Design dmem_arbiter, sky130hd; sources not shown.
Fig. 1: port wiring
(3 px per um)
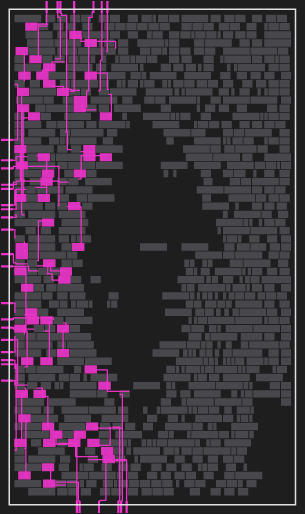
[magenta] mem_rdata | direction: input | edge: 19 left, 7 top, 6 bottom | end cells: 64 | buffers: 32 | wire: 1050 um
I/O pin total: 302
IO Port Bufs: 301

Fig. 2: routing congestion
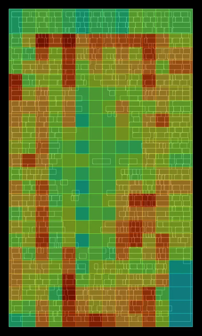
met2 Use GR: 41.2%
met1 usage in global routing: 24.6%
GRT Overall Usage: 23.2%
Final Core Density: 68.2%
wire length per cell: 17.9 um

Fig. 3: routed metal, one colour a layer
(3 px per um)
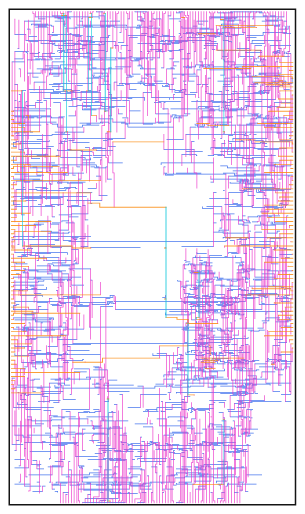
[cyan] metal 4 | wire length: 405 um
[blue] metal 1 | wire length: 6530 um
[orange] metal 3 | wire length: 1130 um
[magenta] metal 2 | wire length: 9840 um
Detailed Route WL: 17900 um
via count: 5216

Fig. 4: ports around the boundary
(2 px per um) Pins as bars across the die edge, other pins in grey.
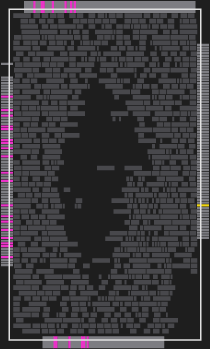
[magenta] mem_rdata | pins: 32 | direction: input | edge: 19 left, 7 top, 6 bottom
[yellow] cpu_done | pins: 1 | direction: output | edge: right
all pins by edge: 93 top, 72 right, 71 left, 66 bottom
die y size: 165 um
Die Wd: 95.0 um

==> results.toml <==
# physical design summary
[hold_path]
min_path_cells = 2

[drt]
drt_iter0_drc = 295
ant_nets = 0

[pwr]
p_total_mw = 4.71

[setup_path]
crit_arrival_ns = 2.04
path_class = "primary input to output port"
path_max_fanout = 6

[final_timing]
timing.setup.tns_ns = 0
fmax_ghz = 0.350
finalCritPeriodShare_pct = 46.1
slew_headroom_pct = 44.5
hold_viol = 0

[run]
maxCapViolCount = 0

[cells_and_area]
nets = 977
fin_area_mm2 = 0.0101
num_antenna_cells = 0

[yosys]
top_logic_kind = "multiplexers"
aoi_share_pct = 10.3
synthAdderAreaFrac_pct = 1.61
synth_xor_xnor_area_share_pct = 0

[clock_tree]
cts_post_setup_buffers_inserted = 0
numCtsBuffers = 17
clockBufferDepth = 2
ctsResizeCount = 0

[status]
status = "finished clean"

[grt]
grt_overflow = 0

[place]
dp.cells = 966

[floorplanning]
fp-row-count = 59
==> layout make-up <==
| class | count | area (um^2) |
|---|---|---|
| Timing Repair Buffer | 311 | 3200 |
| Sequential cell | 147 | 3680 |
| Clock inverter | 12 | 119 |
| Clock buffer | 20 | 457 |
| Inverter | 39 | 151 |
| Tap cell | 183 | 229 |
| Fill cell | 1033 | 4720 |
| Multi-Input combinational cell | 286 | 2290 |
==> synth_stat cells (2+ instances only) <==
cell	count	area, um^2
buf_2	5	25.0
nor2b_1	3	18.8
a222oi_1	29	290
nor3_1	9	45.0
nor2_1	43	161
or3_2	2	15.0
o21a_1	2	15.0
nor4_1	2	12.5
nor3b_1	5	37.5
a21oi_1	42	210
nand2_1	13	48.8
buf_1	4	15.0
o21ai_0	7	35.0
ha_1	8	100
dfrtp_1	147	3680
mux2i_1	37	370
or3b_2	2	17.5
mux2_2	65	732
clkbuf_1	21	78.8
nand2b_1	2	12.5
inv_1	39	146
==> per-layer routing <==
metal / global-route usage, % / up-vias / wire [um]
li1: - / 2395 / -
met1: 24.6 / 2568 / 6530
met2: 41.2 / 222 / 9840
met3: 5.76 / 31 / 1130
met4: 7.99 / 0 / 404
met5: - / - / 0
==> power by group <==
group | internal, mW | switching (mW) | leakage (nW) | total (mW)
clock | 0.581 | 0.412 | 0.274 | 0.993
sequential | 1.41 | 0.260 | 1.77 | 1.67
combinational | 1.24 | 0.797 | 2.27 | 2.04
total | 3.24 | 1.47 | 4.31 | 4.71
==> worst reg2reg max path, stage by stage, from the launching register on <==
cell     delay, ns
dfrtp_1       0.40
inv_1         0.09
ha_1          0.49
nand2_1       0.17
a21oi_4       0.45
buf_16        0.22
buf_12        0.21
mux2i_1       0.25
a21oi_1       0.09
Power and IR drop assume default switching activity.
